<file path="src/rtl/mem_port_arbiter.sv">
// Arbitrates the single unified memory port between instruction fetch and the data stage.
// One transaction in flight at a time; data wins ties, but IF gets a forced turn after a DM streak.
module mem_port_arbiter #(
    parameter int ADDR_W        = 32,
    parameter int XLEN          = 32,
    parameter int MAX_DM_STREAK = 4
) (
    input  logic                clk,
    input  logic                rst_n,
    input  logic                if_req,
    input  logic [ADDR_W-1:0]   if_addr,
    input  logic                if_kill,
    output logic                if_ack,
    output logic [XLEN-1:0]     if_rdata,
    input  logic                dm_req,
    input  logic                dm_we,
    input  logic [XLEN/8-1:0]   dm_be,
    input  logic [ADDR_W-1:0]   dm_addr,
    input  logic [XLEN-1:0]     dm_wdata,
    output logic                dm_ack,
    output logic [XLEN-1:0]     dm_rdata,
    output logic                mem_req,
    output logic                mem_we,
    output logic [XLEN/8-1:0]   mem_be,
    output logic [ADDR_W-1:0]   mem_addr,
    output logic [XLEN-1:0]     mem_wdata,
    input  logic                mem_gnt,
    input  logic                mem_rvalid,
    input  logic [XLEN-1:0]     mem_rdata,
    output logic                stall_fetch,
    output logic                stall_mem
);

    typedef enum logic [1:0] {IDLE, REQ, RESP} state_t;
    typedef enum logic [1:0] {OWN_NONE, OWN_IF, OWN_DM} owner_t;

    localparam logic [3:0] STREAK_MAX = 4'(MAX_DM_STREAK);

    state_t     state_reg;
    owner_t     owner_reg;
    logic       kill_pend_reg;
    logic [3:0] dm_streak_reg;

    logic if_live;
    logic grant_dm;
    logic grant_if;
    logic resp_done;

    // A killed fetch no longer competes for the port.
    assign if_live   = if_req && !if_kill;
    assign grant_dm  = dm_req && !(if_live && (dm_streak_reg == STREAK_MAX));
    assign grant_if  = !grant_dm && if_live;
    assign resp_done = (state_reg == RESP) && mem_rvalid;

    assign dm_ack   = resp_done && (owner_reg == OWN_DM);
    assign if_ack   = resp_done && (owner_reg == OWN_IF) && !kill_pend_reg;
    assign dm_rdata = mem_rdata;
    assign if_rdata = mem_rdata;

    assign stall_mem   = dm_req && !dm_ack;
    assign stall_fetch = (if_req && !if_ack && !if_kill) || stall_mem;

    always_ff @(posedge clk or negedge rst_n) begin
        if (!rst_n) begin
            state_reg     <= IDLE;
            owner_reg     <= OWN_NONE;
            kill_pend_reg <= 1'b0;
            dm_streak_reg <= 4'd0;
            mem_req       <= 1'b0;
            mem_we        <= 1'b0;
            mem_be        <= '0;
            mem_addr      <= '0;
            mem_wdata     <= '0;
        end else begin
            case (state_reg)
                IDLE: begin
                    kill_pend_reg <= 1'b0;
                    if (grant_dm) begin
                        mem_req   <= 1'b1;
                        mem_we    <= dm_we;
                        mem_be    <= dm_be;
                        mem_addr  <= dm_addr;
                        mem_wdata <= dm_wdata;
                        owner_reg <= OWN_DM;
                        state_reg <= REQ;
                        // Streak only counts DM grants that actually made IF wait.
                        if (!if_req) begin
                            dm_streak_reg <= 4'd0;
                        end else if (dm_streak_reg != STREAK_MAX) begin
                            dm_streak_reg <= dm_streak_reg + 4'd1;
                        end
                    end else if (grant_if) begin
                        mem_req       <= 1'b1;
                        mem_we        <= 1'b0;
                        mem_be        <= '1;
                        mem_addr      <= if_addr;
                        mem_wdata     <= '0;
                        owner_reg     <= OWN_IF;
                        state_reg     <= REQ;
                        dm_streak_reg <= 4'd0;
                    end
                end
                REQ: begin
                    if (if_kill && (owner_reg == OWN_IF)) begin
                        kill_pend_reg <= 1'b1;
                    end
                    if (mem_gnt) begin
                        mem_req   <= 1'b0;
                        state_reg <= RESP;
                    end
                end
                RESP: begin
                    if (mem_rvalid) begin
                        state_reg     <= IDLE;
                        owner_reg     <= OWN_NONE;
                        kill_pend_reg <= 1'b0;
                    end else if (if_kill && (owner_reg == OWN_IF)) begin
                        kill_pend_reg <= 1'b1;
                    end
                end
                default: begin
                    state_reg <= IDLE;
                    owner_reg <= OWN_NONE;
                end
            endcase
        end
    end

endmodule
</file>
<file path="config.mk">
export PLATFORM = sky130hd
export DESIGN_NAME = mem_port_arbiter
export DESIGN_NICKNAME = d
export VERILOG_FILES = /design/src/rtl/mem_port_arbiter.sv
export SDC_FILE = /design/constraint.sdc
export NUM_CORES = 1
export LEC_CHECK = 0
export CAP_MARGIN = 15
export CORE_MARGIN = 3
export CORE_UTILIZATION = 42
export DETAILED_ROUTE_END_ITERATION = 7
export PLACE_DENSITY = 0.9
export SKIP_LAST_GASP = 1
export SLEW_MARGIN = 5
export SYNTH_ARGS = -nofsm -noshare
export SYNTH_HDL_FRONTEND = slang
export SYNTH_SLANG_ARGS = --single-unit
</file>
<file path="constraint.sdc">
create_clock -name clk -period 3.4 [get_ports clk]
set_input_delay 0.68 -clock clk [delete_from_list [all_inputs] [get_ports clk]]
set_output_delay 0.68 -clock clk [all_outputs]
set_load 0.1 [all_outputs]
</file>
Figure 1. Cell outlines without signal wires (run 1).
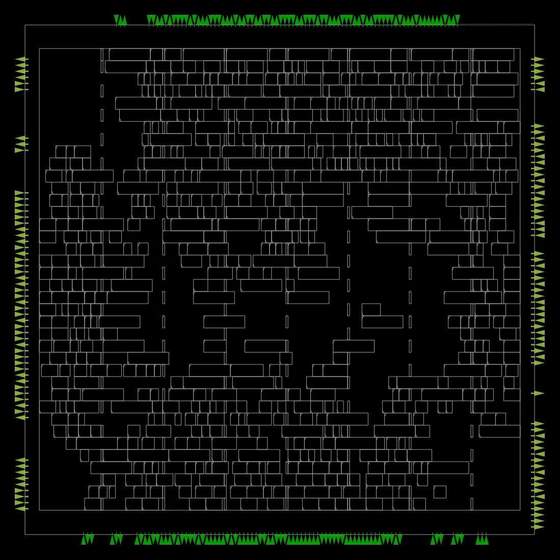
flop share of the area: 30.48%
Final Util: 58.29%

Figure 2. M4 wires (run 1).
Supply wires on this layer in gray. Cells faint in the background.
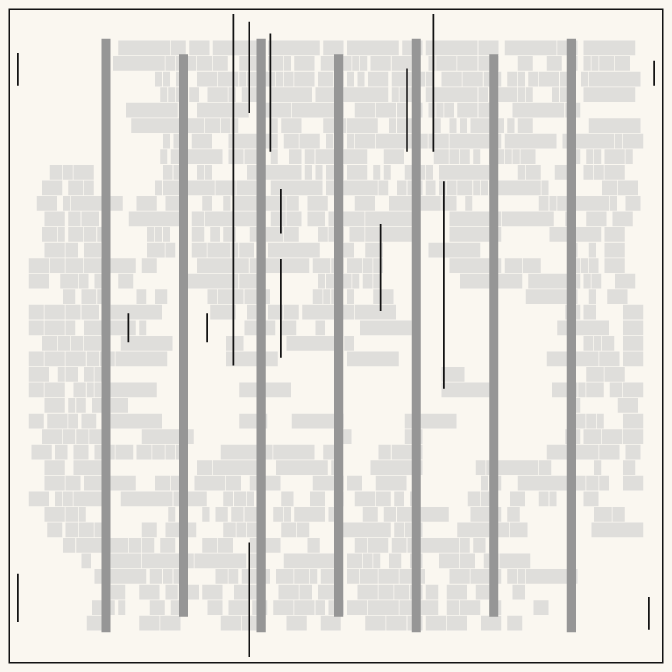
- wire length on this layer: 263 µm
- main direction: vertical
- share of all routed wire: 2.0%
- nets with wire on the layer: 14

==> Changelog: implementation, run 1 <==
## Implementation

* DR iter-0 viols at 239
* Syn Inst Count at 555
* Die Size at 13,010 µm²
* Resized cells post-CTS at 0
* Register bit total from synthesis at 79
* Worst-Margin Slew at 1004 ps
* Post-synth tally of flip-flops with integrated enable at 0
* Chip Width at 114.1 µm
* Ports at 278
* Fin crit share at 80.76%
* Max frequency at 364.2 MHz
* Area leader, netlist: dfrtp_1
* Max clock buf depth at 2
* Area leader share at 40.30%
* Antenna violations before repair at 1
* Fp util at 44.10%
* Yosys warning tally at 0
* CTS tree: built
* H-tree Lvls at 3
* Port Buf Inserts at 181
* Status: completed
* CP most frequent cell: nand2_1
* Post-CTS Hold Fix Bufs at 0
* Final Skew at 8.494 ps
* CP max stage delay at 500 ps
* Mean Syn Cell Area at 8.840 µm²
* Worst endpoint required time at 2720 ps
* Total grt overflow at 0
* First-pass GRT wire length at 21,160 µm
* Final Max Tran Viols at 0
* Nets at 793
* Avg Vias per Cell at 5.492
* R2R depth at 6
* Pin count of the biggest net entering global routing at 85
* # placed instances at 774
* Num CTS Buffers at 9
* Layout cells sized above 1 at 16.13%
* Latency at later pin at 330 ps
* Setup violations, final at 0
* Cell Area, Synth at 4906 µm²
* Net count after synthesis at 702
* ANT cells at 0
* CORE AREA at 11,130 µm²
* Total track usage at 19.64%
* Yosys-reported design area after synthesis at 4906 µm²
* Clk slew on worst S/H paths at 60 ps
* Clock sinks at 79
* Critical path arrival at 2070 ps
* CP max-delay cell: clkdlybuf4s50_1
* Total setup buffers inserted after CTS at 0
* Tool warnings at 31
* WS Path Type: in2out
* Top cells by area: dfrtp_1, buf_4, nand2_1
* Min-Delay Path Class: reg2reg
* Number of remaining DRC errors at 0
* Clock root buffer: clkbuf_16
* Wire per inst at 16.95 µm
* Max-slew headroom at 33.08%
* Vias in the first global route at 4,334
* Final Critical Period at 2746 ps
* Final Hold Violating Endpoints at 0
* Crit path depth at 6
* Hold Crit Depth at 2
* Critical Path Start Type: primary input
* CP Cell Sequence: clkdlybuf4s50_1 -> nand2_1 -> nor3b_4 -> nand2_1 -> o2bb2ai_1 -> buf_12
* Final TNS setup at 0 ps
* Max-cap viol count at 0
* RePlAce Congestion at 0.8387
* RSZ-0062 raised after global routing: false
* Via count at 4,344
* Drt total wl at 13,410 µm
* Bufs and invs on worst path at 2
* Post-synth top cells: nand2_1, dfrtp_1, buf_4, nand3_1, nor2b_1
* Worst-path fanout max at 3
* Delay-heaviest family, CP: buffers and inverters
* Die y size at 114.1 µm
* Biggest regs: mem_addr x32, mem_wdata x32
* Cell Type Count at 39
* Placement row count at 38
* Crit. End Element: output port
* FFs w/ async S/R, synth at 100.0%
Figure 3. Wiring by layer (run 1).
Scale bar: 20 µm.
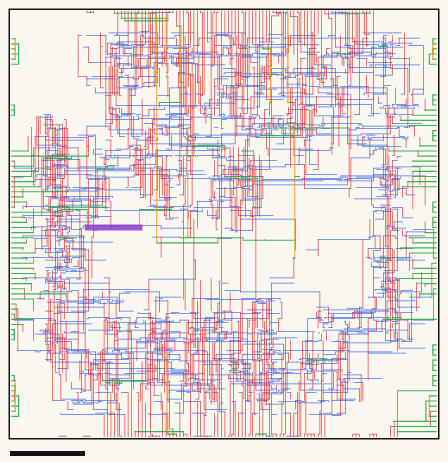
- met1: blue (wire length 5,310 µm)
- met3: green (wire length 786 µm)
- met5: purple (wire length 13.8 µm)
- met4: orange (wire length 263 µm)
- met2: red (wire length 7,040 µm)

Figure 4. The metal 3 layer (run 1).
Scale bar: 20 µm.
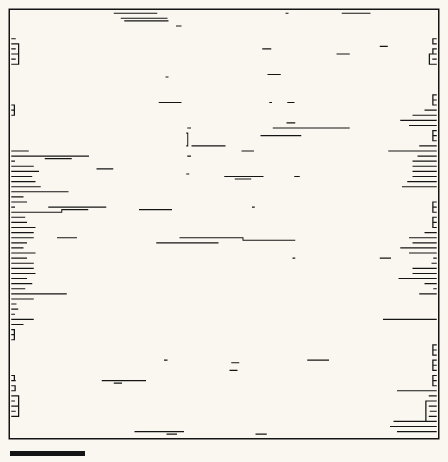
- nets with wire on the layer: 108
- wire length on this layer: 786 µm
- main direction: horizontal

-- run 1: layout by cell type, fill, tap and decap left out, types with 9 or more instances in the layout --
master | Yosys | routed
o21ai_0 | 9 | 9
a21oi_1 | 33 | 33
nor4b_2 | 16 | 16
nand3_1 | 37 | 37
buf_4 | 66 | 60
nor4b_1 | 16 | 16
a211oi_1 | 32 | 32
nand2_1 | 82 | 82
clkbuf_16 | 0 | 9
nor2_1 | 32 | 32
dfrtp_1 | 79 | 79
clkdlybuf4s50_1 | 0 | 126
nor2b_1 | 35 | 35
o22ai_1 | 32 | 32
-- run 1: final cells by class --
type | instances | area, µm²
clock inverter | 5 | 66.31
tap | 140 | 175.2
timing repair buffer | 191 | 1792
clock buffer | 11 | 242.7
fill | 960 | 4641
sequential | 79 | 1977
inverter | 6 | 22.52
multi-input combinational | 359 | 2210
-- run 1: tightest hold or removal path, cell delays in order, from the launching register on --
cell and delay (ps):
dfrtp_1 340, nand2_1 50, nand2_1 50
-- run 1: layer usage --
| layer | wire [µm] | vias to the layer above | GRT usage (%) | share of wire (%) |
|---|---|---|---|---|
| li1 | - | 2074 | - | - |
| met1 | 5310 | 2091 | 24.21 | 40 |
| met2 | 7035 | 143 | 33.92 | 52 |
| met3 | 786 | 34 | 3.753 | 5.9 |
| met4 | 263 | 2 | 7.680 | 2.0 |
| met5 | 13 | - | 0 | 0.097 |
-- run 1: kinds of logic (layout without fill, tap and decap cells) --
kind of cell             Yosys count  count (layout)  synth area share (%)
AND-OR/OR-AND                    120             120                 15.58
adder cells (fa/ha/maj)            7               7                 1.785
multiplexers                       1               1                0.2295
buffers and inverters            117             213                 15.33
AND/OR/NAND/NOR                  231             231                 26.78
flip-flops                        79              79                 40.30
-- run 1: worst paths after layout --
kind / to / slack (ps) / startpoint
worst max-delay path: stall_fetch / 650 / mem_rvalid
max in group asynchronous: mem_addr[5] / 2230 / rst_n
min in group asynchronous: mem_wdata[12] / 530 / rst_n
worst min-delay path: mem_wdata[14] / 470 / mem_wdata[14]
worst max register to register: state_reg[0] / 1280 / state_reg[1]
worst min register to register: mem_wdata[14] / 470 / mem_wdata[14]
-- run 1: metrics by stage --
step,hold WS (ps),instance area [µm²],setup slack [ps]
final,468.1,6485,654.2
after global routing,482.5,6485,641.0
after CTS,470.2,6470,672.4
after detailed placement,455.5,6161,638.3
after global placement,448.4,6161,719.0
after floorplan,384.4,4928,97.36
Figure 5. Drive-strength map (run 1).
Scale bar: 20 µm.
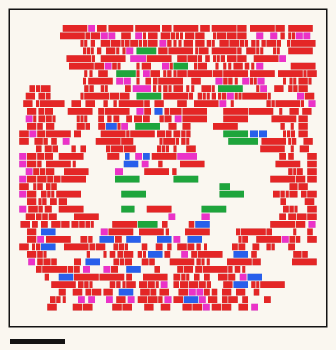

==> inputs of run 2 (changes only) <==
CORE_UTILIZATION = 35   (was 42)
PLACE_DENSITY = 0.8   (was 0.9)
clock period = 2.4 ns   (was 3.4 ns; I/O delays follow)
Figure 6. Drive-strength map (run 2).
Scale bar: 20 µm.
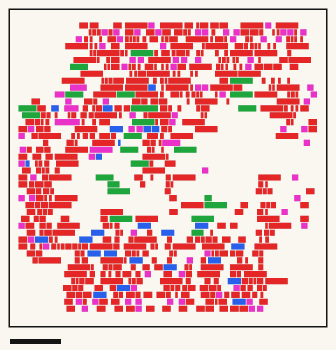
- drive 3 to 4: magenta (cells 86; most used buf_4)
- drive 1 or less: red (cells 521; most used clkdlybuf4s50_1)
- drive 2: blue (cells 25; most used nor4b_2)
- drive 6 and up: green (cells 23; most used buf_12)

Figure 7. The metal 3 layer (run 2).
Scale bar: 20 µm.
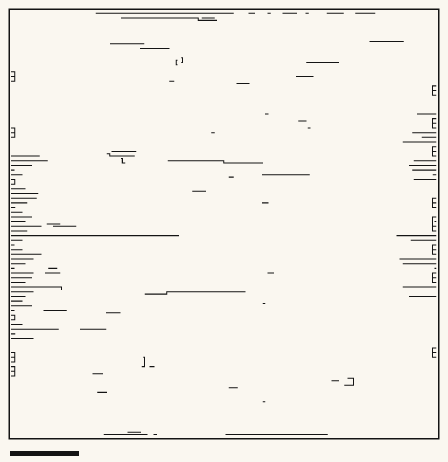
- main direction: horizontal
- wire length on this layer: 748 µm
- share of all routed wire: 5.2%
- nets with wire on the layer: 99

==> run 2 against run 1 <==
Compared with the run above:
- die area increased by 19%
- wire length increased by 7.1%
- sequential share of layout area decreased by 0.65 points
- clock skew decreased by 1.6 ps
- critical path type unchanged
- critical endpoint unchanged
- largest cell class unchanged
==> Changelog: implementation, run 2 <==
## Implementation

* Status: completed
* Top cells by area: dfrtp_1, buf_4, nand2_1
* ANT cells at 0
* Final Critical Period at 2266 ps
* Syn Inst Count at 555
* Max-slew headroom at 67.39%
* Cell Type Count at 39
* First-pass GRT wire length at 23,120 µm
* Fp util at 36.47%
* Post-synth top cells: nand2_1, dfrtp_1, buf_4, nand3_1, nor2b_1
* Area leader share at 40.30%
* Most used logic cell in the final layout: clkdlybuf4s50_1
* Clock sinks at 79
* Total setup buffers inserted after CTS at 0
* Setup violations, final at 0
* Biggest regs: mem_addr x32, mem_wdata x32
* Pre-CTS WS at 158.7 ps
* Die y size at 124.4 µm
* Via count at 4,367
* Critical path arrival at 1790 ps
* Met2 GRT Util at 31.39%
* Final Hold Violating Endpoints at 0
* Bufs and invs on worst path at 2
* Logic area at 2251 µm²
* Fin crit share at 94.42%
* Net count after synthesis at 702
* Die Size at 15,470 µm²
* Final Skew at 6.875 ps
* RePlAce Congestion at 0.8021
* CTS tree: built
* CORE AREA at 13,450 µm²
* CP Cell Sequence: clkdlybuf4s50_1 -> nand2b_2 -> nand2_1 -> o2bb2ai_4 -> buf_12
* Yosys warning tally at 0
* Port Buf Inserts at 181
* Wire per inst at 17.28 µm
* Total grt overflow at 0
* Placement row count at 42
* Worst-Margin Slew at 484.0 ps
* Worst-path fanout max at 7
* Delay-heaviest family, CP: buffers and inverters
* Yosys-reported design area after synthesis at 4906 µm²
* Mean Syn Cell Area at 8.840 µm²
* Resized cells post-CTS at 0
* Avg Vias per Cell at 5.255
* Vias in the first global route at 4,520
* Max-cap viol count at 0
* Number of remaining DRC errors at 0
* Latency at later pin at 330 ps
* Max frequency at 441.3 MHz
* Worst endpoint required time at 1920 ps
* Register area at 1977 µm²
* Chip Width at 124.4 µm
* Antenna violations before repair at 0
* Critical Path Start Type: primary input
* Max clock buf depth at 2
* Ports at 278
* Drt total wl at 14,360 µm
* Final Util at 49.26%
* WS Path Type: in2out
* Most common logic cells in the final layout: clkdlybuf4s50_1, nand2_1, buf_4
* Fillcell total at 1,277
* Register bit total from synthesis at 79
* Placed cell area at 6327 µm²
* Final Max Tran Viols at 0
* Met1 Usage GRT at 21.28%
* Num CTS Buffers at 9
* Nets at 798
* Crit. End Element: output port
* H-tree Lvls at 3
* RSZ-0062 raised after global routing: false
* Met3 GRT Util at 4.374%
* Tool warnings at 32
* Clock root buffer: clkbuf_16
* Clk slew on worst S/H paths at 60 ps
-- run 2: cell count changes in the layout (fill, tap and decap cells not counted), moves of 2 or more --
cell / before / now
clkdlybuf4s50_1: 126 / 105
buf_4: 60 / 80
buf_12: 3 / 10
clkinv_4: 2 / 0
-- run 2: stage by stage --
| stage | TNS [ps] | instances | hold WS (ps) |
|---|---|---|---|
| 2_1_floorplan | -366.1 | 555 | 184.4 |
| 3_3_place_gp | 0 | 816 | 406.2 |
| 3_5_place_dp | 0 | 816 | 405.6 |
| 4_1_cts | 0 | 831 | 42.39 |
| 5_1_grt | 0 | 831 | 56.22 |
| 6_report | 0 | 831 | 47.60 |
-- run 2: logic make-up after synthesis --
family | Yosys count | synth area share (%)
buf+inv | 117 | 15.33
mux | 1 | 0.2295
fa+ha+maj | 7 | 1.785
flops | 79 | 40.30
simple gates | 231 | 26.78
compound gates | 120 | 15.58
-- run 2: layer usage --
metal	part of all wire, %	wire length [µm]
met3	5.2	748
met5	0	0
met1	41	5903
met2	51	7388
met4	2.2	319
-- run 2: final timing paths --
path / start / end / slack, ps / cells past startpoint
min in group clk: mem_wdata[2] / mem_wdata[2] / 470 / 2
min: rst_n / kill_pend_reg / 50 / 1
max reg2reg: dm_streak_reg[0] / mem_addr[0] / 540 / 7
min reg2reg: mem_wdata[2] / mem_wdata[2] / 470 / 2
max in group asynchronous: rst_n / mem_addr[6] / 1710 / 2
max: if_req / stall_fetch / 130 / 5
-- run 2: area by class of cell --
cell class              count  area share, %
clock buffers              13          3.927
inverters                   6         0.3399
multi-input cells         359          33.97
clock inverters             2         0.5853
repair buffers            196          28.02
flip-flops and latches     79          29.83
well taps                 176          3.323
==> inputs of run 3 (changes only) <==
CORE_MARGIN = 4   (was 3)
==> run 3 against run 2 <==
Compared with the run above:
- hold slack better by 84 ps
- highest routed layer unchanged
- fmax up 1.7%
- clock skew is 2.1 ps lower
- via count down 0.62%
- critical endpoint unchanged
- wire length shrank 1.9%
- core utilization is 0.12 points lower
- count of clock-buffer cells in the layout is 2 lower
- non-clock buffer count shrank 2
- design area grew 0.15%
- sequential share of layout area barely moved
- register-to-register slack hardly changed
==> Changelog: implementation, run 3 <==
## Implementation

* Clock sinks at 79
* Layout cells sized above 1 at 20.49%
* Yosys warning tally at 0
* Yosys-reported design area after synthesis at 4906 µm²
* Cell Type Count at 39
* Total grt overflow at 0
* Reg2reg end: mem_addr[0]
* Vias in the first global route at 4,381
* Crit path depth at 6
* R2R Path Start: dm_streak_reg[0]
* Placement row count at 42
* Latency at later pin at 330 ps
* Antenna violations before repair at 0
* Critical Path Source: mem_rvalid
* Clk slew on worst S/H paths at 60 ps
* Mean Syn Cell Area at 8.840 µm²
* Clock root buffer: clkbuf_16
* Via count at 4,340
* Post-synth tally of flip-flops with integrated enable at 0
* Ports at 278
* Number of remaining DRC errors at 0
* RSZ-0062 raised after global routing: false
* Worst endpoint required time at 1920 ps
* Setup violations, final at 0
* First-pass GRT wire length at 22,260 µm
* Avg Vias per Cell at 5.229
* Max-slew headroom at 55.43%
* WS Path Type: in2out
* H-tree Lvls at 3
* Chip Width at 126.4 µm
* Flop2flop setup slack at 550 ps
* Pre-CTS WS at 124.4 ps
* Max frequency at 449.0 MHz
* Max clock buf depth at 2
* Fin crit share at 92.80%
* Top cells by area: dfrtp_1, buf_4, nand2_1
* Area leader share at 40.30%
* Post-CTS Hold Fix Bufs at 0
* Worst-Margin Slew at 661.5 ps
* Wire per inst at 16.97 µm
* Final Max Tran Viols at 0
* Most common logic cells in the final layout: clkdlybuf4s50_1, nand2_1, dfrtp_1
* Pin count of the biggest net entering global routing at 103
* Resized cells post-CTS at 0
* Status: completed
* Die Size at 15,980 µm²
* Biggest regs: mem_addr x32, mem_wdata x32
* R2R depth at 7
* Syn Inst Count at 555
run 3: area by class of cell:
type	instances	area, µm²
Fill cell	1233	6869
Multi-Input combinational cell	359	2251
Sequential cell	79	1977
Timing Repair Buffer	194	1842
Clock buffer	11	242.7
Tap cell	176	220.2
Clock inverter	5	81.33
Inverter	6	22.52
run 3: worst min-delay path by stage:
stage	endpoint	slack, ps	depth (start not counted)
detailed placement	mem_wdata[24]	460	2
CTS	mem_wdata[5]	150	1
floorplan	dm_streak_reg[0]	180	0
global placement	mem_wdata[29]	450	2
global route	mem_wdata[5]	170	1
finish	mem_wdata[5]	130	1
run 3: cell families after synthesis:
family                   after synthesis  share of synthesized area [%]
AND/OR/NAND/NOR                      231                          26.78
AND-OR/OR-AND                        120                          15.58
buffers and inverters                117                          15.33
flip-flops                            79                          40.30
adder cells (fa/ha/maj)                7                          1.785
multiplexers                           1                         0.2295
run 3: through the flow:
stage	std cells	area, µm²
floorplan	555	4970
global placement	814	6312
detailed placement	814	6312
CTS	830	6636
global route	830	6636
finish	830	6636
run 3: layer usage:
metal | track usage (%) | wire length [µm] | up-vias | part of all wire (%)
met3 | 3.363 | 622 | 28 | 4.4
met1 | 20.25 | 5601 | 2104 | 40
met2 | 29.67 | 7545 | 130 | 54
li1 | - | - | 2078 | -
met4 | 7.003 | 316 | 0 | 2.2
met5 | 0 | 0 | - | 0
run 3: worst register-to-register path, stage by stage, from the launching register on:
cell	delay [ps]
dfrtp_1	410
inv_1	70
ha_1	190
nand3b_4	130
and2_2	250
buf_12	180
nor4b_1	400
a211oi_1	80
Figure 8. The metal 3 layer (run 3).
Scale bar: 50 µm.
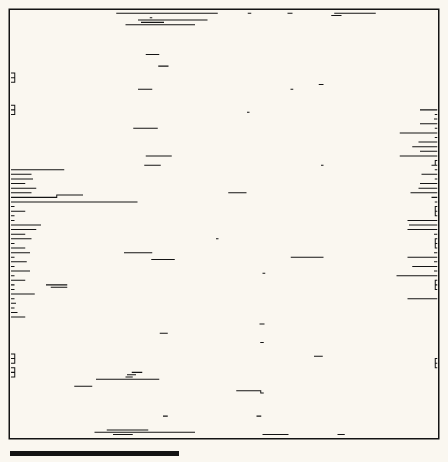
- nets with wire on the layer: 93
- share of all routed wire: 4.4%

Figure 9. Drive-strength map (run 3).
Scale bar: 50 µm.
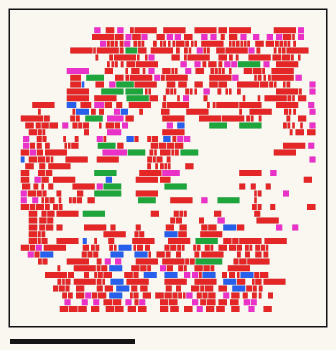
- drive 1 or less: red (cells 520; most used clkdlybuf4s50_1)
- drive 6 and up: green (cells 22; most used buf_12)
- drive 3 to 4: magenta (cells 86; most used buf_4)
- drive 2: blue (cells 26; most used nor4b_2)

